`src/rtl/regfile_pkg.sv`:
```
// regfile_pkg: shared defaults, op encoding and FSM state type for the register-file copy engine
package regfile_pkg;
    localparam int WIDTH_DEF = 4;
    localparam int DEPTH_DEF = 8;
    localparam logic OP_COPY = 1'b0;
    localparam logic OP_FILL = 1'b1;
    typedef enum logic [1:0] {IDLE, RUN, DONE} state_t;
endpackage

```
`src/rtl/regfile_copy_engine.sv`:
```
// regfile_copy_engine: copies or fills a range of register-file entries with a one-cycle read-to-write pipeline
module regfile_copy_engine
    import regfile_pkg::*;
#(
    parameter int WIDTH = WIDTH_DEF,
    parameter int DEPTH = DEPTH_DEF,
    parameter int AW = $clog2(DEPTH)
) (
    input  logic             clk,
    input  logic             rst,
    input  logic             start,
    input  logic             op,
    input  logic [AW-1:0]    src_base,
    input  logic [AW-1:0]    dst_base,
    input  logic [AW:0]      length,
    input  logic [WIDTH-1:0] fill_value,
    output logic             busy,
    output logic             done,
    output logic             rf_read_en,
    output logic [AW-1:0]    rf_addr_read,
    input  logic [WIDTH-1:0] rf_data_out,
    output logic             rf_write_en,
    output logic [AW-1:0]    rf_addr_write,
    output logic [WIDTH-1:0] rf_data_in
);
    localparam logic [AW:0] DEPTH_L = (AW+1)'(DEPTH);

    state_t           state;
    logic             op_q;
    logic [WIDTH-1:0] fill_q;
    logic [AW-1:0]    wr_next;
    logic [AW:0]      left;
    logic [AW:0]      len_c;
    logic             more_wr;

    // left counts reads still to issue (COPY) or writes still to issue (FILL)
    assign len_c   = (length > DEPTH_L) ? DEPTH_L : length;
    assign more_wr = (op_q == OP_COPY) ? rf_read_en : (left != '0);

    // command FSM; every port output is registered and describes the coming cycle
    always_ff @(posedge clk or posedge rst) begin
        if (rst) begin
            state         <= IDLE;
            op_q          <= OP_COPY;
            fill_q        <= '0;
            wr_next       <= '0;
            left          <= '0;
            busy          <= 1'b0;
            done          <= 1'b0;
            rf_read_en    <= 1'b0;
            rf_addr_read  <= '0;
            rf_write_en   <= 1'b0;
            rf_addr_write <= '0;
            rf_data_in    <= '0;
        end else begin
            case (state)
                IDLE: begin
                    done <= 1'b0;
                    if (start) begin
                        op_q   <= op;
                        fill_q <= fill_value;
                        left   <= len_c - 1'b1;
                        if (len_c == '0) begin
                            state <= DONE;
                            done  <= 1'b1;
                        end else begin
                            state <= RUN;
                            busy  <= 1'b1;
                            if (op == OP_COPY) begin
                                rf_read_en   <= 1'b1;
                                rf_addr_read <= src_base;
                                wr_next      <= dst_base;
                            end else begin
                                rf_write_en   <= 1'b1;
                                rf_addr_write <= dst_base;
                                rf_data_in    <= fill_value;
                                wr_next       <= dst_base + 1'b1;
                            end
                        end
                    end
                end
                RUN: begin
                    rf_read_en  <= (op_q == OP_COPY) && (left != '0);
                    rf_write_en <= more_wr;
                    if (left != '0) begin
                        left <= left - 1'b1;
                        if (op_q == OP_COPY) rf_addr_read <= rf_addr_read + 1'b1;
                    end
                    if (more_wr) begin
                        rf_addr_write <= wr_next;
                        wr_next       <= wr_next + 1'b1;
                        rf_data_in    <= (op_q == OP_COPY) ? rf_data_out : fill_q;
                    end else begin
                        state <= DONE;
                        busy  <= 1'b0;
                        done  <= 1'b1;
                    end
                end
                DONE: begin
                    done  <= 1'b0;
                    state <= IDLE;
                end
                default: state <= IDLE;
            endcase
        end
    end
endmodule

```
`config.mk`:
```
export PLATFORM = sky130hd
export DESIGN_NAME = regfile_copy_engine
export DESIGN_NICKNAME = d
export VERILOG_FILES = /design/src/rtl/regfile_pkg.sv /design/src/rtl/regfile_copy_engine.sv
export SDC_FILE = /design/constraint.sdc
export NUM_CORES = 1
export LEC_CHECK = 0
export ABC_AREA = 1
export CAP_MARGIN = 10
export CORE_MARGIN = 3
export CORE_UTILIZATION = 30
export CTS_CLUSTER_SIZE = 14
export DETAILED_ROUTE_END_ITERATION = 10
export HOLD_SLACK_MARGIN = 0.06
export RECOVER_POWER = 100
export SKIP_LAST_GASP = 1
export SLEW_MARGIN = 20
export SYNTH_ARGS = -nofsm -noshare
export SYNTH_HDL_FRONTEND = slang
export SYNTH_SLANG_ARGS = --single-unit
```
`constraint.sdc`:
```
create_clock -name clk -period 1.5 [get_ports clk]
set_input_delay 0.225 -clock clk [delete_from_list [all_inputs] [get_ports clk]]
set_output_delay 0.225 -clock clk [all_outputs]
set_load 0.01 [all_outputs]
```
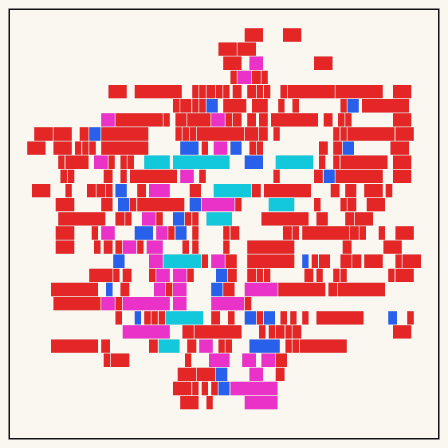
(run_1/sizes.png)
color	size	cells
cyan	_6 and larger	9
magenta	_3 and _4 cells	33
blue	_2 cells	26
red	_0 and _1 cells	226
Final Cell Area: 0.00256 mm2
area growth from synthesis to layout: 46.6%
number of non-clock buffers in the layout: 59
final worst-path setup slack: 31.7 ps

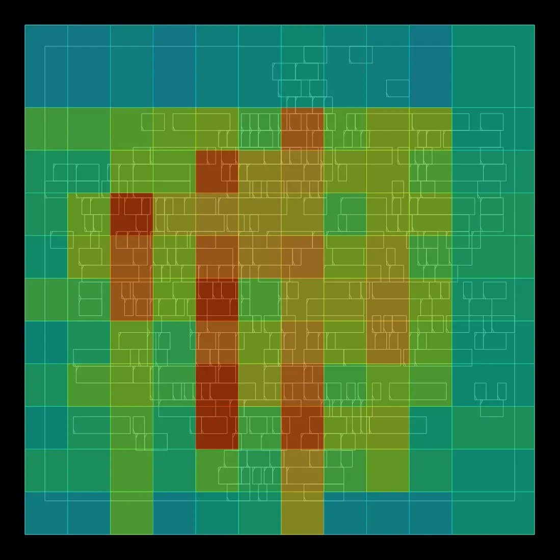
(run_1/congestion.png)
M3 GR Usage: 3.15%
fraction of met2 tracks used by global routing: 20.2%
final standard cell utilization of the core: 46.0%
met1 track demand over resource in global routing: 18.5%
post-detailed-route wirelength per cell: 11.5 um

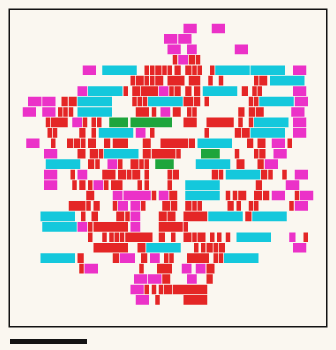
(run_1/placement_by_type.png)
Bar = 20 um.
color	class	cells	share of their area
cyan	flops	28	28%
green	clock drivers and dummy loads	4	2.9%
red	combinational and other logic	203	47%
magenta	other buffers and delay cells	59	22%

==> summary.rpt, run 1 <==
=== SYNTHESIS / PLACE & ROUTE SUMMARY ===
----------------------------------------------------
[Layout]
  Most frequently placed logic cells in the final layout ........................ 76 x nand2_1, 33 x clkdlybuf4s50_1, 28 x dfrtp_1
  N_diodes ........................ 0
  Final cell count without fillers ........................ 366

[Final timing]
  Setup repair after global routing missed its margin ........................ yes
  Final Max Tran Viols ........................ 0
  Setup_tns ........................ 0 ps
  Total of endpoints with negative setup slack in the final report ........................ 0
  Normalized max-slew margin ........................ 52.1%
  Worst Tran Pin Value ........................ 718 ps

[Worst setup path]
  R2r setup slk ........................ 30 ps
  Endpoint of the most critical register-to-register path ........................ rf_addr_write[0]
  Class of the most critical setup path ........................ register to register
  Buf/Inv on CP ........................ 2
  Worst Setup EP ........................ rf_addr_write[0]
  Data arrival time of the critical path ........................ 1650 ps
  Worst Setup End Kind ........................ register
  Cells along the critical path ........................ inv_2 > ha_4 > inv_4 > or2_4 > nand2_8 > nor2_8 > nand2_8 > nand2_1 > nand2_1
  R2r startpoint ........................ state[0]
  Logic depth of the worst path, buffers included ........................ 9

[Yosys]
  Leading area contributor after synthesis ........................ dfrtp_1
  Most area-consuming cells after synthesis ........................ dfrtp_1 40%, nand2_1 19%, nand3_1 6.9%
  Synthesized-area fraction occupied by adder cells ........................ 5.01%
  Most used standard cell by instance count after synthesis ........................ nand2_1
  Biggest combinational cell group after synthesis ........................ simple AND/OR/NAND/NOR gates
  Async set-reset flop share out of synthesis ........................ 100%
  Yosys-reported design area after synthesis ........................ 0.00175 mm2
  Cell count after synthesis ........................ 236
  Number of enable flip-flop cells ........................ 0
  Synth Register Bits ........................ 28
  Mux contribution to synthesized area ........................ 0%
  Count of instantiated cells in the yosys netlist ........................ 236

[Global route]
  GR Overflow Total ........................ 0
  Vias in the first global route ........................ 1,518
  Pin count of the biggest net entering global routing ........................ 29

[Hold path]
  Worst Hold Depth ........................ 2
  Startpoint of the lowest-slack hold path ........................ rf_data_in[0]

[Placed design]
  Area of placed instances ........................ 0.00231 mm2
  GPL Wtd Cong ........................ 0.791

[Route]
  Number of detailed-route iterations in the first pass ........................ 4
  Via density per instance ........................ 4.56
  Highest metal layer with signal wires ........................ met4

[Pwr]
  Highest ir drop seen on vdd ........................ 0.869 mV
  Leak pwr ........................ 1.26 nW

[Clock network]
  Quantity of hold-fixing buffers added after cts ........................ 0
  TritonCTS clock tree ........................ yes

[Floorplan]
  Die Outline Area ........................ 0.00678 mm2
  Die boundary width ........................ 82.3 um
  Core outline area ........................ 0.00557 mm2

[Run status]
  Status ........................ finished clean

----------------------------------------------------
run 1: where the power goes:
part / internal [mW] / total, mW / switching (mW)
combinational: 1.59 / 3.44 / 1.85
clock: 0.358 / 0.600 / 0.243
sequential: 1.13 / 1.40 / 0.269
total: 3.08 / 5.44 / 2.36
run 1: state kept, by name (all words and copies together), names as in the netlist:
signal and count:
busy 1, done 1, fill_q 4, left 4, op_q 1, rf_addr_read 3, rf_addr_write 3, rf_data_in 4
rf_read_en 1, rf_write_en 1, state 2, wr_next 3
run 1: cell type report:
cell class,instances,area [um2]
fill,544,3010
multi-input combinational,177,1050
sequential,28,701
timing repair buffer,59,544
inverter,26,103
tap,72,90.1
clock buffer,3,41.3
clock inverter,1,30.0
==> run_1/metal_density.png <==
Bar = 20 um. The die is cut into 16 by 16 equal tiles; dark purple is low, yellow is high, scaled to the fullest tile. Values are wire area over tile area, all layers added.
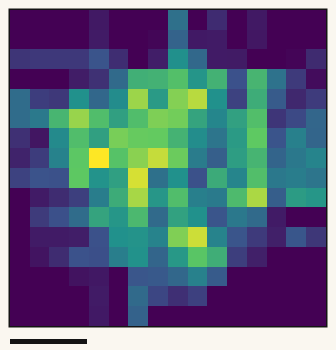

## Run 2: what changed since run 1
--- a/config.mk
+++ b/config.mk
@@ -11,6 +11,7 @@
 export CORE_UTILIZATION = 30
 export CTS_CLUSTER_SIZE = 14
 export DETAILED_ROUTE_END_ITERATION = 10
+export GPL_TIMING_DRIVEN = 0
 export HOLD_SLACK_MARGIN = 0.06
 export RECOVER_POWER = 100
 export SKIP_LAST_GASP = 1
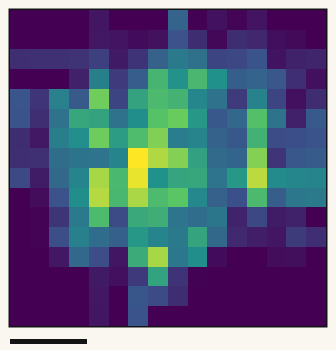
(run_2/metal_density.png)
Bar = 20 um. The die is cut into 16 by 16 equal tiles; dark purple is low, yellow is high, scaled to the fullest tile. Values are wire area over tile area, all layers added.
tiles over half the peak	18%
emptiest ninth of the die	south-east
nearly empty tiles	27%

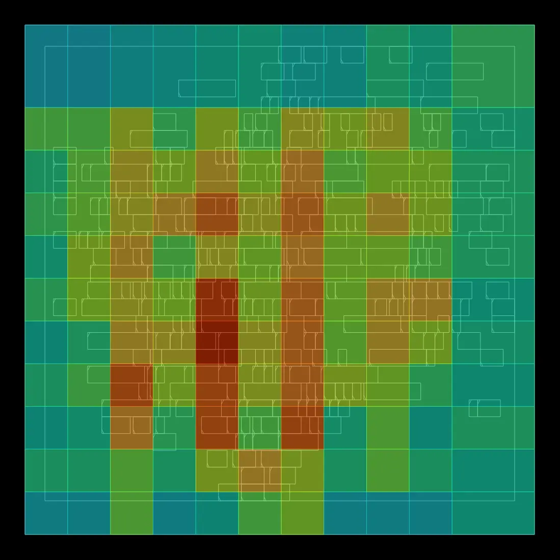
(run_2/congestion.png)
met1 track demand over resource in global routing: 18.1%
post-detailed-route wirelength per cell: 12.1 um
most crowded layer after global routing: met2
final standard cell utilization of the core: 46.8%
M3 GR Usage: 3.25%

==> run 2 against run 1 <==
  * Non-clock buffer count down 1
  * Power up 4.1%
  * The flow now finishes with violations (setup timing)
  * Clock skew up 6.6 ps
  * Utilization up 0.85 points
  * Largest power group unchanged
  * Largest cell class unchanged
  * Via count up 0.96%
  * Sequential power about the same
==> summary.rpt, run 2 <==
=== SYNTHESIS / PLACE & ROUTE SUMMARY ===
----------------------------------------------------
[Worst setup path]
  Worst Setup End Kind ........................ register (unchanged)
  Data arrival time of the critical path ........................ 1740 ps (was 1650 ps)
  Class of the most critical setup path ........................ register to register (unchanged)
  Endpoint of the most critical register-to-register path ........................ left[2] (was rf_addr_write[0])

[Floorplan]
  Die Outline Area ........................ 0.00678 mm2 (unchanged)
  Core outline area ........................ 0.00557 mm2 (unchanged)

[Yosys]
  Async set-reset flop share out of synthesis ........................ 100% (unchanged)
  Most used standard cell by instance count after synthesis ........................ nand2_1 (unchanged)
  Yosys-reported design area after synthesis ........................ 0.00175 mm2 (unchanged)
  Synth Register Bits ........................ 28 (unchanged)
  Leading area contributor after synthesis ........................ dfrtp_1 (unchanged)

[Pwr]
  Dominant power group ........................ combinational cells (unchanged)
  Portion of total power attributed to the clock network ........................ 10.6% (was 11.0%)
  Internal power ........................ 3.21 mW (was 3.08 mW)
  Highest ir drop seen on vdd ........................ 0.937 mV (was 0.869 mV)
  Net Sw Power ........................ 2.45 mW (was 2.36 mW)

[Run status]
  Violated checks ........................ setup timing
  Status ........................ finished with violations (was finished clean)

[Placed design]
  GPL Wtd Cong ........................ 0.763 (was 0.791)
  Area of placed instances ........................ 0.00220 mm2 (was 0.00231 mm2)

[Layout]
  Number of clock-tree buffers in the layout ........................ 3 (unchanged)
  Final cell count without fillers ........................ 364 (was 366)
  Area growth from synthesis to layout ........................ 49.3% (was 46.6%)
  Clock buffer and inverter area fraction after layout ........................ 2.73% (was 2.78%)
  Biggest Area Class ........................ multi-input combinational cells (unchanged)
  Non-clock buffer share of cell area ........................ 21.9% (was 21.2%)

[Final timing]
  Setup_tns ........................ -74.6 ps (was 0 ps)
  Total of endpoints with negative setup slack in the final report ........................ 4 (was 0)
  Setup repair after global routing missed its margin ........................ yes (unchanged)
  Final worst-path setup slack ........................ -40.7 ps (was 31.7 ps)
  Worst Tran Pin Value ........................ 1080 ps (was 718 ps)

[Clock network]
  TritonCTS clock tree ........................ yes (unchanged)

[Route]
  Number of detailed-route iterations in the first pass ........................ 4 (unchanged)
  Via density per instance ........................ 4.63 (was 4.56)
  Highest metal layer with signal wires ........................ met4 (unchanged)

----------------------------------------------------
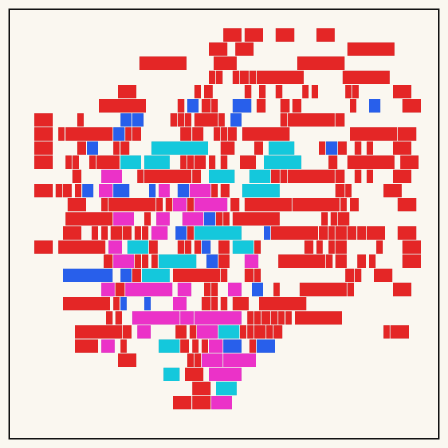
(run_2/sizes.png)
color	size	cells
red	_0 and _1 cells	221
magenta	_3 and _4 cells	29
cyan	_6 and larger	17
blue	_2 cells	25
number of non-clock buffers in the layout: 58
Final Cell Area: 0.00261 mm2

==> run 2: how the worst max path moves through the flow <==
stage	depth (start not counted)	start	end
floorplan	9	state[1]	left[2]
global placement	8	state[0]	left[2]
detailed placement	8	state[0]	left[2]
CTS	8	state[0]	rf_data_in[0]
global route	9	state[1]	left[2]
finish	9	state[1]	left[2]
==> run 2: cell families after synthesis <==
group	after synthesis	share of synthesized area (%)
buffers and inverters	32	7.52
AOI/OAI and AO/OA	27	8.16
DFF	28	40.1
adders and majority gates	7	5.01
xor gates and xnor gates	2	1.00
and+or+nand+nor	140	38.2
==> run 2: timing repair <==
item | 4_1_cts | 5_1_grt
setup endpoints to repair | 17 | 28
pin swaps | 8 | 12
buffers inserted | 11 | 5
resized | 14 | 42
gates cloned | 0 | 1
hold buffers | 0 | 0
## Run 3: what changed since run 2
--- a/config.mk
+++ b/config.mk
@@ -9,6 +9,7 @@
 export CAP_MARGIN = 10
 export CORE_MARGIN = 3
 export CORE_UTILIZATION = 30
+export CTS_CLUSTER_DIAMETER = 40
 export CTS_CLUSTER_SIZE = 14
 export DETAILED_ROUTE_END_ITERATION = 10
 export GPL_TIMING_DRIVEN = 0
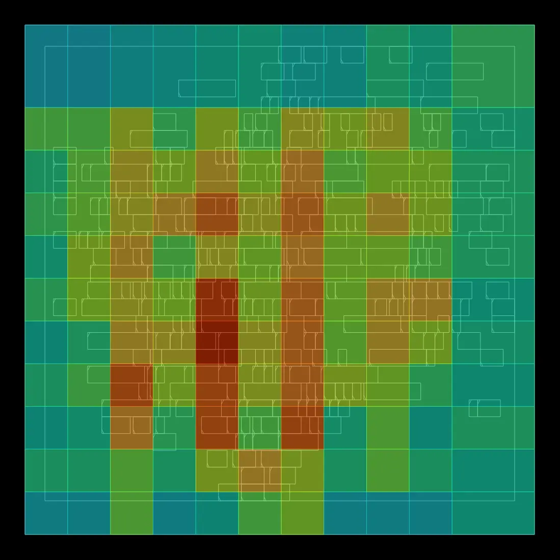
(run_3/congestion.png)
gr usage total: 13.6%
fraction of met2 tracks used by global routing: 22.9%

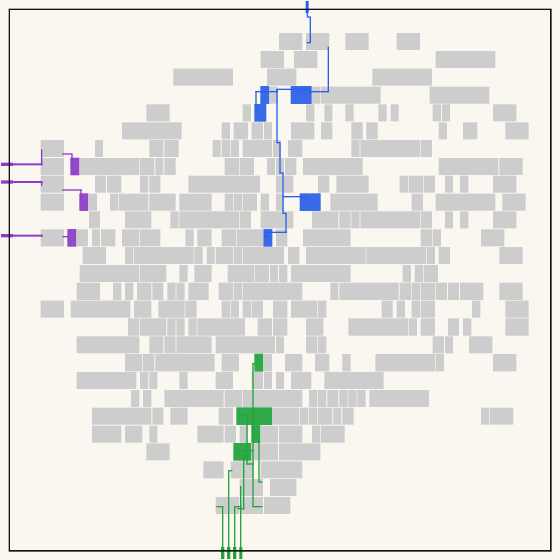
(run_3/io_fan.png)
color	port	bits	direction	edge	end cells	buffers	wire
purple	src_base	3	input	west	3	3	24.5 um
blue	op	1	input	north	6	1	60.0 um
green	length	4	input	south	6	4	88.7 um
Port Buf Inserts: 35
number of top-level pins: 36

==> run 3 against run 2 <==
  * The run still ends with setup timing left
  * Utilization unchanged
  * Worst hold slack unchanged
  * Via count unchanged
  * Largest cell class unchanged
==> summary.rpt, run 3 <==
=== SYNTHESIS / PLACE & ROUTE SUMMARY ===
----------------------------------------------------
[Yosys]
  Async set-reset flop share out of synthesis ........................ 100% (unchanged)
  Mux contribution to synthesized area ........................ 0% (unchanged)
  And+or+nand+nor area frac ........................ 38.2% (unchanged)
  Biggest combinational cell group after synthesis ........................ simple AND/OR/NAND/NOR gates (unchanged)
  Synth Register Bits ........................ 28 (unchanged)
  Most used standard cell by instance count after synthesis ........................ nand2_1 (unchanged)
  Area share of and-or/or-and cells after synthesis ........................ 8.16% (unchanged)
  Leading area contributor after synthesis ........................ dfrtp_1 (unchanged)

[Layout]
  Final cell count without fillers ........................ 364 (unchanged)
  Area growth from synthesis to layout ........................ 49.3% (unchanged)
  Final standard cell utilization of the core ........................ 46.8% (unchanged)

[Worst setup path]
  Worst Setup End Kind ........................ register (unchanged)
  Launch point of the worst path ........................ state[1] (unchanged)
  Endpoint of the most critical register-to-register path ........................ left[2] (unchanged)

[Pwr]
  Leak pwr ........................ 1.28 nW (unchanged)
  Power attributed to the clock group ........................ 600 uW (about the same)
  P_comb ........................ 3.66 mW (about the same)
  Net Sw Power ........................ 2.45 mW (unchanged)
  Dominant power group ........................ combinational cells (unchanged)
  Switch share ........................ 43.3% (unchanged)

[Run status]
  Violated checks ........................ setup timing (unchanged)
  Status ........................ finished with violations (unchanged)

[Final timing]
  Worst Tran Pin Value ........................ 1080 ps (unchanged)
  Final Max Tran Viols ........................ 0 (unchanged)
  Total of endpoints with negative setup slack in the final report ........................ 4 (unchanged)
  Final worst-path setup slack ........................ -40.7 ps (unchanged)

[Floorplan]
  Die Outline Area ........................ 0.00678 mm2 (unchanged)

[Route]
  Post-detailed-route wirelength per cell ........................ 12.1 um (unchanged)

[Hold path]
  Worst Hold Depth ........................ 2 (unchanged)

[Global route]
  Vias in the first global route ........................ 1,600 (unchanged)

[Placed design]
  GPL Wtd Cong ........................ 0.763 (unchanged)

----------------------------------------------------
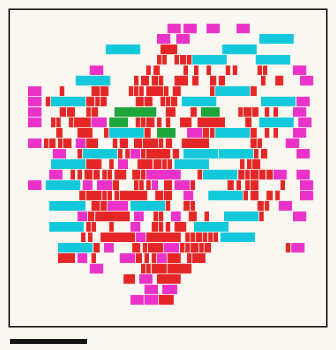
(run_3/placement_by_type.png)
Bar = 20 um.
color	class	cells	share of their area
red	combinational and other logic	202	47%
green	clock drivers and dummy loads	4	2.8%
magenta	other buffers and delay cells	58	23%
cyan	flops	28	28%
core outline area: 0.00557 mm2
sequential share of cell area: 26.9%
Core Rows: 27

run 3: timing repair:
action | CTS | global route
buffers inserted | 11 | 5
pin swaps | 8 | 12
endpoints found under the setup margin | 17 | 28
hold endpoints to repair | 0 | 0
resized | 14 | 42
cloned | 0 | 1
run 3: layer usage:
| metal | GRT usage [%] | wire length [um] | vias up |
|---|---|---|---|
| li1 | - | - | 880 |
| met1 | 18.1 | 2000 | 771 |
| met2 | 22.9 | 2180 | 33 |
| met3 | 3.25 | 218 | 2 |
| met4 | 1.50 | 18 | 0 |
| met5 | 0 | 0 | - |
run 3: cell type report:
type                            count  area (um2)
Fill cell                         538        2960
Multi-Input combinational cell    176        1070
Sequential cell                    28         702
Timing Repair Buffer               52         510
Inverter                           26         105
Tap cell                           72        90.1
Buffer                              6        61.3
Clock buffer                        3        41.3
Clock inverter                      1        30.0
No activity file was given, so power comes from the tool's default toggle rates.
